[src/rtl/delay_timer_pkg.sv]
// Shared state encoding and elaboration helpers for the delay timer bank.
package delay_timer_pkg;

    typedef enum logic [1:0] {
        IDLE = 2'd0,
        HOLD = 2'd1,
        DONE = 2'd2
    } chState_t;

    function automatic int calc_div(input int clk_hz, input int tick_hz);
        return clk_hz / tick_hz;
    endfunction

    // Minimum counter width able to hold 0..value-1, never less than one bit.
    function automatic int clog2(input int value);
        int w;
        w = 1;
        for (int i = 1; i < 31; i++) begin
            if ((1 << i) < value) w = i + 1;
        end
        return w;
    endfunction

endpackage

[src/rtl/delay_timer_ch.sv]
// One delay channel: IDLE/HOLD/DONE handshake FSM with tick counter and start-time capture.
// DELAY_EXACT_PHASE_EN gives the channel a private prescaler restarted on every start and reload.
module delay_timer_ch
    import delay_timer_pkg::*;
#(
    parameter int DIV   = 10,
    parameter int CNT_W = 12
) (
    input  logic             i_clk,
    input  logic             i_rst_n,
    input  logic             i_tick,
    input  logic             i_en,
    input  logic [CNT_W-1:0] i_val,
    input  logic             i_periodic,
    output logic             o_fin,
    output logic             o_busy
);

    localparam logic [1:0] S_IDLE = IDLE;
    localparam logic [1:0] S_HOLD = HOLD;
    localparam logic [1:0] S_DONE = DONE;

    logic [1:0]       r_state;
    logic [CNT_W-1:0] r_cnt;
    logic [CNT_W-1:0] r_val;
    logic             r_periodic;
    logic             r_finPulse;
    logic             w_tick;

`ifdef DELAY_EXACT_PHASE_EN
    localparam int PRE_W = clog2(DIV);

    logic [PRE_W-1:0] r_pre;
    logic             w_restart;
    logic             w_unusedTick;

    assign w_unusedTick = i_tick;
    assign w_tick       = (r_pre == PRE_W'(DIV - 1));
    assign w_restart    = ((r_state == S_IDLE) && i_en) ||
                          ((r_state == S_HOLD) && i_en && (r_cnt == r_val) && r_periodic);

    // Phase is anchored to the start (or reload) edge so every delay is exactly val*DIV+1 cycles.
    always_ff @(posedge i_clk) begin
        if (!i_rst_n) begin
            r_pre <= '0;
        end else if (w_restart || w_tick) begin
            r_pre <= '0;
        end else if (r_state == S_HOLD) begin
            r_pre <= r_pre + 1'b1;
        end
    end
`else
    localparam int unusedDiv = DIV;

    assign w_tick = i_tick;
`endif

    always_ff @(posedge i_clk) begin
        if (!i_rst_n) begin
            r_state    <= S_IDLE;
            r_cnt      <= '0;
            r_val      <= '0;
            r_periodic <= 1'b0;
            r_finPulse <= 1'b0;
        end else begin
            r_finPulse <= 1'b0;
            case (r_state)
                S_IDLE: begin
                    if (i_en) begin
                        r_val      <= i_val;
                        r_periodic <= i_periodic;
                        r_cnt      <= '0;
                        r_state    <= S_HOLD;
                    end
                end
                // Dropping enable wins over a coincident expiry, so an abort never reports a finish.
                S_HOLD: begin
                    if (!i_en) begin
                        r_state <= S_IDLE;
                        r_cnt   <= '0;
                    end else if (r_cnt == r_val) begin
                        if (r_periodic) begin
                            r_cnt      <= '0;
                            r_finPulse <= 1'b1;
                        end else begin
                            r_state <= S_DONE;
                        end
                    end else if (w_tick) begin
                        r_cnt <= r_cnt + 1'b1;
                    end
                end
                S_DONE: begin
                    if (!i_en) r_state <= S_IDLE;
                end
                default: r_state <= S_IDLE;
            endcase
        end
    end

    assign o_fin  = ((r_state == S_DONE) && i_en) || r_finPulse;
    assign o_busy = (r_state == S_HOLD);

endmodule

[src/rtl/delay_timer_bank.sv]
// Bank of NUM_CH programmable delay timers sharing one tick prescaler.
// Define DELAY_EXACT_PHASE_EN for per-channel exact-phase delays (TICK stays shared).
module delay_timer_bank
    import delay_timer_pkg::*;
#(
    parameter int CLK_FREQ_HZ = 100000000,
    parameter int TICK_HZ     = 1000,
    parameter int NUM_CH      = 4,
    parameter int CNT_W       = 12
) (
    input  logic                    i_clk,
    input  logic                    i_rst_n,
    input  logic [NUM_CH-1:0]       i_delayEn,
    input  logic [NUM_CH*CNT_W-1:0] i_delayVal,
    input  logic [NUM_CH-1:0]       i_periodic,
    output logic [NUM_CH-1:0]       o_delayFin,
    output logic [NUM_CH-1:0]       o_busy,
    output logic                    o_tick
);

    localparam int DIV   = calc_div(CLK_FREQ_HZ, TICK_HZ);
    localparam int PRE_W = clog2(DIV);

    if ((CLK_FREQ_HZ % TICK_HZ) != 0 || DIV < 2) begin : g_badDiv
        $error("delay_timer_bank: CLK_FREQ_HZ/TICK_HZ must be an integer of at least 2");
    end
    if (NUM_CH < 1 || NUM_CH > 16) begin : g_badNumCh
        $error("delay_timer_bank: NUM_CH must be within 1..16");
    end

    logic [PRE_W-1:0] r_pre;
    logic             r_tick;

    // Registered tick: high for the one cycle following pre==DIV-1, giving an exact DIV-cycle period.
    always_ff @(posedge i_clk) begin
        if (!i_rst_n) begin
            r_pre  <= '0;
            r_tick <= 1'b0;
        end else begin
            r_tick <= (r_pre == PRE_W'(DIV - 1));
            r_pre  <= (r_pre == PRE_W'(DIV - 1)) ? '0 : r_pre + 1'b1;
        end
    end

    assign o_tick = r_tick;

    for (genvar g = 0; g < NUM_CH; g++) begin : g_ch
        delay_timer_ch #(
            .DIV   (DIV),
            .CNT_W (CNT_W)
        ) u_ch (
            .i_clk      (i_clk),
            .i_rst_n    (i_rst_n),
            .i_tick     (r_tick),
            .i_en       (i_delayEn[g]),
            .i_val      (i_delayVal[g*CNT_W +: CNT_W]),
            .i_periodic (i_periodic[g]),
            .o_fin      (o_delayFin[g]),
            .o_busy     (o_busy[g])
        );
    end

endmodule

[config.mk]
export PLATFORM = sky130hd
export DESIGN_NAME = delay_timer_bank
export DESIGN_NICKNAME = d
export VERILOG_FILES = /design/src/rtl/delay_timer_pkg.sv /design/src/rtl/delay_timer_ch.sv /design/src/rtl/delay_timer_bank.sv
export SDC_FILE = /design/constraint.sdc
export NUM_CORES = 1
export LEC_CHECK = 0
export CAP_MARGIN = 20
export CORE_UTILIZATION = 45
export CTS_CLUSTER_SIZE = 28
export DETAILED_ROUTE_END_ITERATION = 8
export PLACE_DENSITY = 0.71
export SLEW_MARGIN = 5
export SYNTH_ARGS = -nofsm -noshare
export SYNTH_HDL_FRONTEND = slang
export SYNTH_SLANG_ARGS = --single-unit
[constraint.sdc]
create_clock -name i_clk -period 1.99 [get_ports i_clk]
set_input_delay 0.2985 -clock i_clk [delete_from_list [all_inputs] [get_ports i_clk]]
set_output_delay 0.2985 -clock i_clk [all_outputs]
set_load 0.05 [all_outputs]
Figure 1. Supply network (run 1).
(3 px per um) Pins as bars on the die edge.
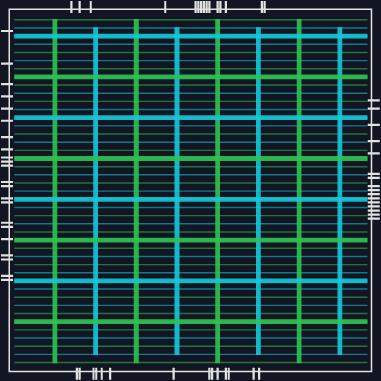
- green: VSS
- cyan: VDD
- met4 straps: 8
- met5 straps: 8
- met1 rails: 43
- rows: 42
- signal pins: 67
Die Y: 120 um
Die Wd: 120 um

Figure 2. Placement by cell class (run 1).
(2 px per um) Fill, decap, tap and diode cells in gray.
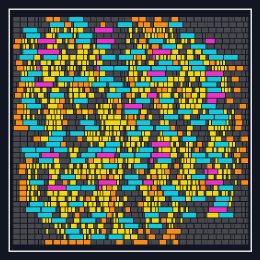
- yellow: all other logic (cells 592)
- magenta: clock drivers and dummy loads (cells 31)
- orange: other buffers and delay cells (cells 138)
- cyan: flip-flops (cells 130)
final core utilization: 0.606
sequential cell area share: 0.321
Design Area, Final: 0.00815 sq mm
core footprint: 0.0135 sq mm
Row Count: 42

Figure 3. Routed clock nets over the placement (run 1).
(4 px per um)
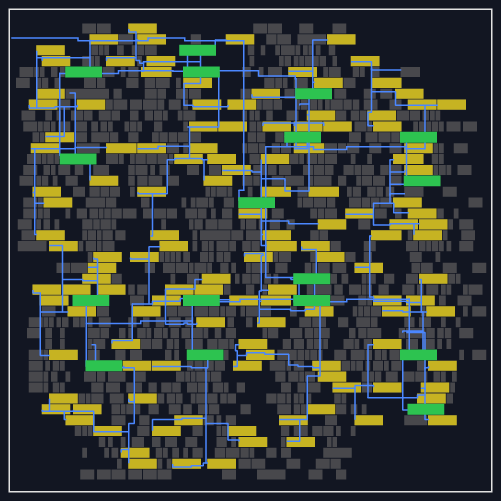
- green: cells driving clock nets (count 17)
- blue: clock wires (length 1660 um)
- yellow: flip-flops (count 130)
- routed clock nets: 18
- flops lie: widely spread
P_clk: 2.94 mW
proportion of power drawn by the clock network: 0.457
Clk Latency, worst-skew pair: 0.42 ns
clk_skew: 0.00504 ns

==> metrics.yaml, run 1 <==
outcome:
  outcome: "complete, no violations"
yosys:
  synth_flop_count: 130
  ys_sh_adder: 0.00995
  synth_nets: 830
  synth-simple-area-share: 0.283
  yosysWarnings: 0
  yosysSeqAreaShare: 0.414
  top_logic_kind: "simple AND/OR/NAND/NOR gates"
  ys_cells: 767
  yosysChipArea_sq_mm: 0.00629
  netlist_area_sq_mm: 0.00629
  top_cell: "nand2_1"
  synth.avg_cell_area_sq_um: 8.20
  yosys.area.top_type_share: 0.414
place:
  placedCellCount: 1035
  globalplace.congestion: 0.866
  place_area_sq_mm: 0.00753
  dpl_worst_slack_ns: -0.171
detailed_routing:
  drc_errors: 0
  num_vias: 5728
  avgViaCountPerCell: 5.37
  wire_per_inst_um: 13.9
  wirelength_mm: 14.8
  postRouteAntennaNets: 0
  drt_pass1_iterations: 7
timing:
  final-setup-viol-count: 0
  period_needed_ns: 1.89
  worst_slack_ns: 0.0982
  relSlewSlack: 0.656
  fmaxAchievable_mhz: 529
layout:
  buffers: 138
  drive_gt1_frac: 0.153
  layout.cells.most_common: "nand2_1"
  largestRegisters: "g_ch.u_ch.r_cnt x48, g_ch.u_ch.r_val x48, r_pre x17"
  nClkBuffers: 26
  final_cell_mix: "nand2_1, dfxtp_1, buf_4"
worst_setup_path:
  path_class: "flop to flop"
  cp-endpoint: "g_ch[1].u_ch.r_cnt[2]"
  critPathSlowestCell: "dfxtp_1"
  crit_buf_inv: 0
  cp_slowest_stage_delay_ns: 0.42
  r2r_end: "g_ch[1].u_ch.r_cnt[2]"
  cp.arrival_ns: 2.19
  cp_max_fo: 6
  crit_start: "g_ch[1].u_ch.r_cnt[10]"
  worst-r2r-setup-slack_ns: 0.1
  cp_cell_sequence: "xnor2_1 > nand4_1 > nor3_4 > mux2i_2 > and2_1 > a221o_1"
  critical_path_depth: 6
power:
  leakage_nw: 3.27
  powerSeq_mw: 2.74
  seq_power_share: 0.426
  finalPower_mw: 6.43
  pg_comb_uw: 749
  ir_drop_mv: 0.633
clocking:
  path_clk_slew_ns: 0.05
  cts_sinks: 130
  post_cts_resized: 0
  cts_tree: "done"
global_route:
  grtUsageMet3: 0.0566
  grt_pass1_wl_mm: 25.1
  first_global_vias: 5507
  grt-ovfl-total: 0
  grt_max_degree: 48
worst_hold_path:
  hold_start: "i_delayVal[41]"
  hp-class: "input port to flop"
  min_path_cells: 3
job:
  warnings: 26
floorplanning:
  die_area_sq_mm: 0.0145
Figure 4. Placement view (run 1).
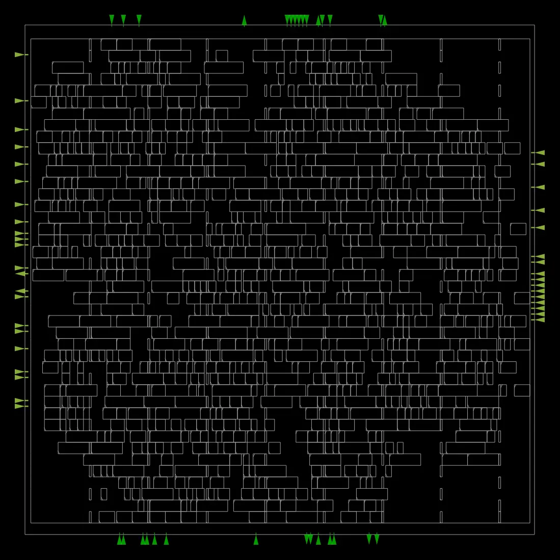

==> run 2, diff against run 1 <==
- CELL_PAD_IN_SITES_DETAIL_PLACEMENT: not set -> 0
- CELL_PAD_IN_SITES_GLOBAL_PLACEMENT: not set -> 1
- CORE_UTILIZATION: 45 -> 38
- PLACE_DENSITY: 0.71 -> 0.78
Figure 5. Placement view (run 2).
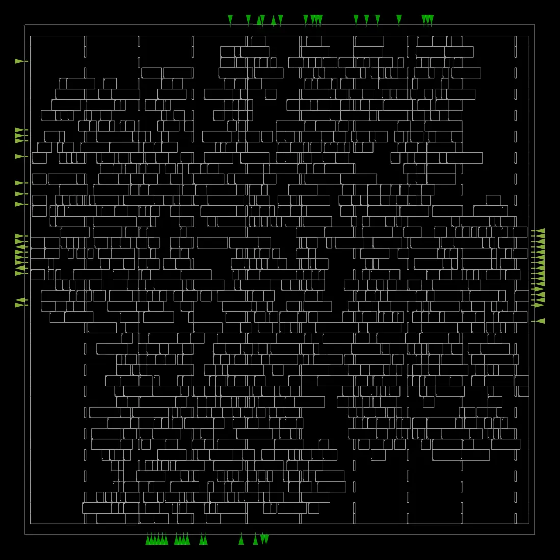
final-layout fill cell count: 1552
core footprint: 0.0160 sq mm
final core utilization: 0.517
Seq Cell Count: 130
sequential cell area share: 0.317

==> metrics.yaml, run 2 <==
power:
  internal_power_mw: 5.02
  p_sw_frac: 0.237
  comb_power_share: 0.115
  power_leader: "the clock network"
  seq_power_share: 0.417  # -0.009
  powerSeq_mw: 2.74  # about the same
  pg_comb_uw: 760  # +1%
  ir_drop_mv: 0.609  # -3.8%
  pg_clk_mw: 3.08  # +5%
  switchingPower_mw: 1.56
  finalPower_mw: 6.58  # +2.3%
  leakage_nw: 3.30  # +0.93%
  p_clk_frac: 0.468  # +0.011
global_route:
  first_global_vias: 5453  # -0.98%
  grt-ovfl-total: 0  # unchanged
  grt_max_degree: 31  # -35%
  globalRouteMet2Util: 0.325
  grt_pass1_wl_mm: 25.4  # +1.1%
  grtUsageMet3: 0.0440  # -0.0126
  antenna_found_initial: 0
worst_setup_path:
  crit_start: "g_ch[2].u_ch.r_cnt[1]"
  cp_cell_sequence: "ha_1 > and3_1 > and3_1 > and3_1 > nand3_1 > and3_1 > a211o_1"
  crit_buf_inv: 0  # unchanged
  cp_slowest_stage_delay_ns: 0.40  # -0.02 ns
  critPathLaunchType: "flop"
  r2r_end: "g_ch[2].u_ch.r_cnt[10]"
  critPathSlowestCell: "dfxtp_1"
  critPathTopFamily: "simple AND/OR/NAND/NOR gates"
  cp_max_fo: 4  # -2
  path_class: "flop to flop"
  critical_path_depth: 7  # +1
  worst-r2r-setup-slack_ns: 0.10  # about the same
  cp.arrival_ns: 2.19  # about the same
  cp-endpoint: "g_ch[2].u_ch.r_cnt[10]"
  timing.critical_path.mode_cell: "and3_1"
timing:
  final-setup-viol-count: 0  # unchanged
  period_needed_ns: 1.89  # -0.00267 ns
  fmaxAchievable_mhz: 529  # +0.14%
  worst_slack_ns: 0.101  # +0.00267 ns
  fin_skew_ns: 0.00606  # +0.00102 ns
  finalSetupTns_ns: 0
  slew_violations: 0
  relSlewSlack: 0.674  # +0.0181
  rsz0062_at_grt: "false"
  hold_viol: 0
yosys:
  common_cells: "nand2_1, dfxtp_1, nor2_1"
  yosysChipArea_sq_mm: 0.00629  # unchanged
  yosys-top-cells-area: "dfxtp_1, nand2_1, xnor2_1"
  top_logic_kind: "simple AND/OR/NAND/NOR gates"
  yosysTopAreaCell: "dfxtp_1"
  yosysUniqueCellTypes: 52
  ys_sh_adder: 0.00995  # unchanged
  netlist_area_sq_mm: 0.00629  # unchanged
  ys_sh_mux: 0.0149
  synth_flop_count: 130  # unchanged
  ys_cells: 767  # unchanged
  yosysSeqAreaShare: 0.414  # unchanged
  top_cell: "nand2_1"
  synth.avg_cell_area_sq_um: 8.20  # unchanged
  async_flop_share: 0
  synth-simple-area-share: 0.283  # unchanged
  yosysWarnings: 0  # unchanged
  synth_nets: 830  # unchanged
  yosys.area_share.xor_xnor: 0.0877
  syn_inst: 767
  yosys.area.top_type_share: 0.414  # unchanged
detailed_routing:
  drt_pass1_iterations: 5  # -2
  postRouteAntennaNets: 0  # unchanged
  drt_iter0_markers: 292
  wire_per_inst_um: 13.8  # -0.72%
  avgViaCountPerCell: 5.13  # -4.5%
  wl_met1_mm: 7.11
  drc_errors: 0  # unchanged
  num_vias: 5693  # -0.61%
  highest_layer: "met4"
  wirelength_mm: 15.3  # +3.3%
layout:
  diodes: 0
  largestClassByArea: "logic gates"
  final_nets: 945
  mi_logic_area_sq_mm: 0.00346
  final_cell_area_sq_mm: 0.00827  # +1.5%
  nClkBuffers: 22  # -15%
  seqCellArea_sq_mm: 0.00262
  nMultiInputCombCells: 575
  buffers: 141  # +2.2%
  final_cell_mix: "nand2_1, dfxtp_1, buf_4"
  areaGrowthSynthToFinish_pct: 31.5
  largestRegisters: "g_ch.u_ch.r_cnt x48, g_ch.u_ch.r_val x48, r_pre x17"
  drive_gt1_frac: 0.167  # +0.0140
  layout.cells.most_common: "nand2_1"
  clkCellAreaFrac: 0.0713
place:
  hpwl_mm: 11.3
  place_area_sq_mm: 0.00759  # +0.76%
  globalplace.congestion: 0.851  # -1.7%
  dpl_worst_slack_ns: -0.137  # +0.0338 ns
  placedCellCount: 1076  # +4.0%
clocking:
  path_clk_slew_ns: 0.06  # about the same
  cts_tree: "done"
  post-cts-setup-buffer-count: 0
  cts_buffers: 17
  clkLatencyLatePin_ns: 0.41  # about the same
  clk_path_buf_depth: 2
  cts_sinks: 130  # unchanged
  post_cts_resized: 1  # +1
job:
  warnings: 26  # unchanged
worst_hold_path:
  hold_start: "i_delayVal[28]"
  hp-class: "input port to flop"
  min_path_cells: 3  # unchanged
  hold_end: "g_ch[2].u_ch.r_val[4]"
outcome:
  outcome: "complete, no violations"
floorplanning:
  rows: 46  # +9.5%
  tap_cells: 216
  die_area_sq_mm: 0.0171  # +18%
  die_h_um: 131  # +8.7%
  boundaryPins: 67
  die_w_um: 131  # +8.7%
Figure 6. Placement by cell class (run 2).
(2 px per um) Fill, decap, tap and diode cells in gray.
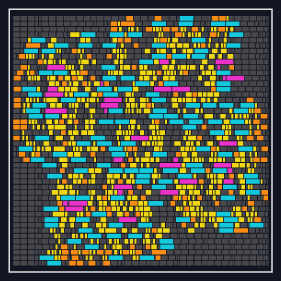

==> run 3, diff against run 2 <==
- CORE_UTILIZATION: 38 -> 43
- DONT_BUFFER_PORTS: not set -> 1
- PLACE_DENSITY: 0.78 -> 0.79
Figure 7. Placement by cell class (run 3).
(2 px per um) Fill, decap, tap and diode cells in gray.
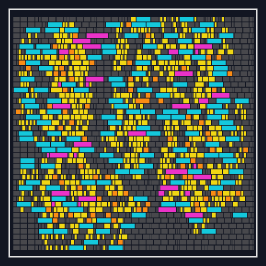
- yellow: all other logic (cells 592)
- cyan: flip-flops (cells 130)
- orange: other buffers and delay cells (cells 78)
- magenta: clock drivers and dummy loads (cells 32)
Design Area, Final: 0.00753 sq mm
sequential cell area share: 0.346
final core utilization: 0.535

==> metrics.yaml, run 3 <==
timing:
  relSlewSlack: 0.562  # -0.112
  slew_violations: 0  # unchanged
  fmaxAchievable_mhz: 525  # -0.82%
  final-setup-viol-count: 0  # unchanged
  finalSetupTns_ns: 0  # unchanged
  fin_skew_ns: 0.0119  # +0.00585 ns
  worst_slack_ns: 0.0853  # -0.0155 ns
clocking:
  post_cts_resized: 2  # +1
  post-cts-setup-buffer-count: 0  # unchanged
  cts_sinks: 130  # unchanged
  cts_tree: "done"
  clk_path_buf_depth: 2  # unchanged
  cts_buffers: 17  # unchanged
detailed_routing:
  num_vias: 5524  # -3.0%
  wirelength_mm: 14.6  # -4.3%
  drt_iter0_markers: 239  # -18%
  wl_met2_mm: 6.93
  drc_errors: 0  # unchanged
  avgViaCountPerCell: 5.46  # +6.4%
  postRouteAntennaNets: 0  # unchanged
  wire_per_inst_um: 14.5  # +4.9%
  wl_met1_mm: 6.84  # -3.8%
floorplanning:
  die_w_um: 123  # -5.9%
  rows: 43  # -6.5%
  die_h_um: 123  # -5.9%
  tap_cells: 180  # -17%
  core-area_sq_mm: 0.0141  # -12%
  boundaryPins: 67  # unchanged
power:
  power_leader: "the clock network"
  leakage_nw: 3.03  # -8.0%
  internal_power_mw: 4.88  # -2.9%
  p_clk_frac: 0.477  # +0.009
  ir_drop_mv: 0.546  # -10%
  pg_clk_mw: 3.05  # about the same
  seq_power_share: 0.428  # +0.011
  comb_power_share: 0.095  # -0.020
  p_sw_frac: 0.238  # +0.000642
  powerSeq_mw: 2.74  # about the same
worst_setup_path:
  critPathTopFamily: "simple AND/OR/NAND/NOR gates"
  crit_buf_inv: 1  # +1
  critPathSlowestCell: "or4b_2"
  critical_path_depth: 6  # -1
  critPathLaunchType: "flop"
  crit_start: "r_pre[7]"
  cp_slowest_stage_delay_ns: 0.60  # +0.20 ns
  cp-endpoint: "r_pre[11]"
  r2r_end: "r_pre[11]"
  worst-r2r-setup-slack_ns: 0.09  # -0.02 ns
yosys:
  yosysSeqAreaShare: 0.414  # unchanged
  yosys.area_share.xor_xnor: 0.0877  # unchanged
  common_cells: "nand2_1, dfxtp_1, nor2_1"
  ys_sh_adder: 0.00995  # unchanged
  ys_cells: 767  # unchanged
  synth-simple-area-share: 0.283  # unchanged
  top_logic_kind: "simple AND/OR/NAND/NOR gates"
  yosys.area.top_type_share: 0.414  # unchanged
  synth_flop_count: 130  # unchanged
  ys_sh_mux: 0.0149  # unchanged
  yosysUniqueCellTypes: 52  # unchanged
  async_flop_share: 0  # unchanged
  top_cell: "nand2_1"
  syn_inst: 767  # unchanged
  edf_count: 0
  yosysChipArea_sq_mm: 0.00629  # unchanged
  synth_nets: 830  # unchanged
  synth.avg_cell_area_sq_um: 8.20  # unchanged
  yosys-top-cells-area: "dfxtp_1, nand2_1, xnor2_1"
  netlist_area_sq_mm: 0.00629  # unchanged
  yosysTopAreaCell: "dfxtp_1"
place:
  placedCellCount: 975  # -9.4%
  hpwl_mm: 10.5  # -7.8%
  globalplace.congestion: 0.877  # +3.1%
  place_area_sq_mm: 0.00688  # -9.4%
  dpl_worst_slack_ns: -0.0729  # +0.0638 ns
layout:
  buffers: 78  # -45%
  final_nets: 882  # -6.7%
  layout.cells.most_common: "nand2_1"
  largestRegisters: "g_ch.u_ch.r_cnt x48, g_ch.u_ch.r_val x48, r_pre x17"
  areaGrowthSynthToFinish_pct: 19.8
  nMultiInputCombCells: 575  # unchanged
  largestClassByArea: "logic gates"
  final.fill_count: 1315  # -15%
  mi_logic_area_sq_mm: 0.00345  # -0.25%
  diodes: 0  # unchanged
  ff_count: 130  # unchanged
  clkCellAreaFrac: 0.0771  # +0.00578
outcome:
  outcome: "complete, no violations"
global_route:
  grt-ovfl-total: 0  # unchanged
  antenna_found_initial: 0  # unchanged
  globalRouteMet2Util: 0.331  # +0.00618
  grt_max_degree: 57  # +84%
  grt_pass1_wl_mm: 24.5  # -3.4%
  busiest_layer: "met2"
  grtUsageMet3: 0.0489  # +0.00492
worst_hold_path:
  min_path_cells: 2  # -1
  hp-class: "input port to flop"
  hold_end: "g_ch[3].u_ch.r_val[8]"
  hold_start: "i_delayVal[44]"
job:
  warnings: 26  # unchanged

==> layout pictures side by side <==
Signal wires by layer.
(3 px per um) Only two layers are drawn.
picture 1
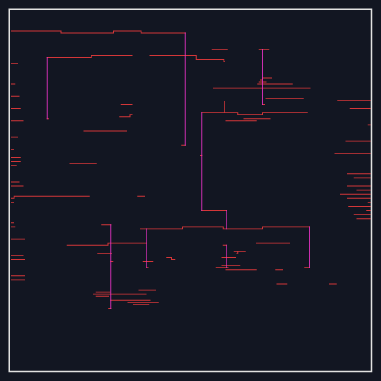
picture 2
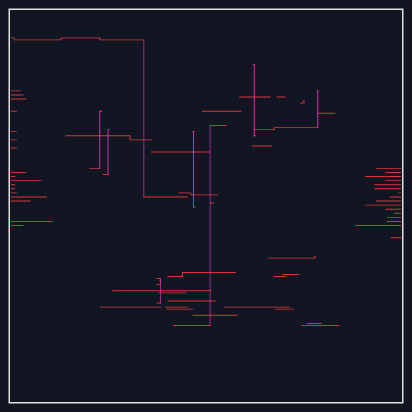
picture 3
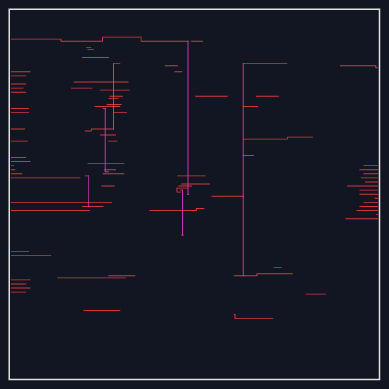
Run 3 is picture 3.
Run 1 is picture 1.
Run 2 is picture 2.

Power is estimated from default activity; no workload was simulated.
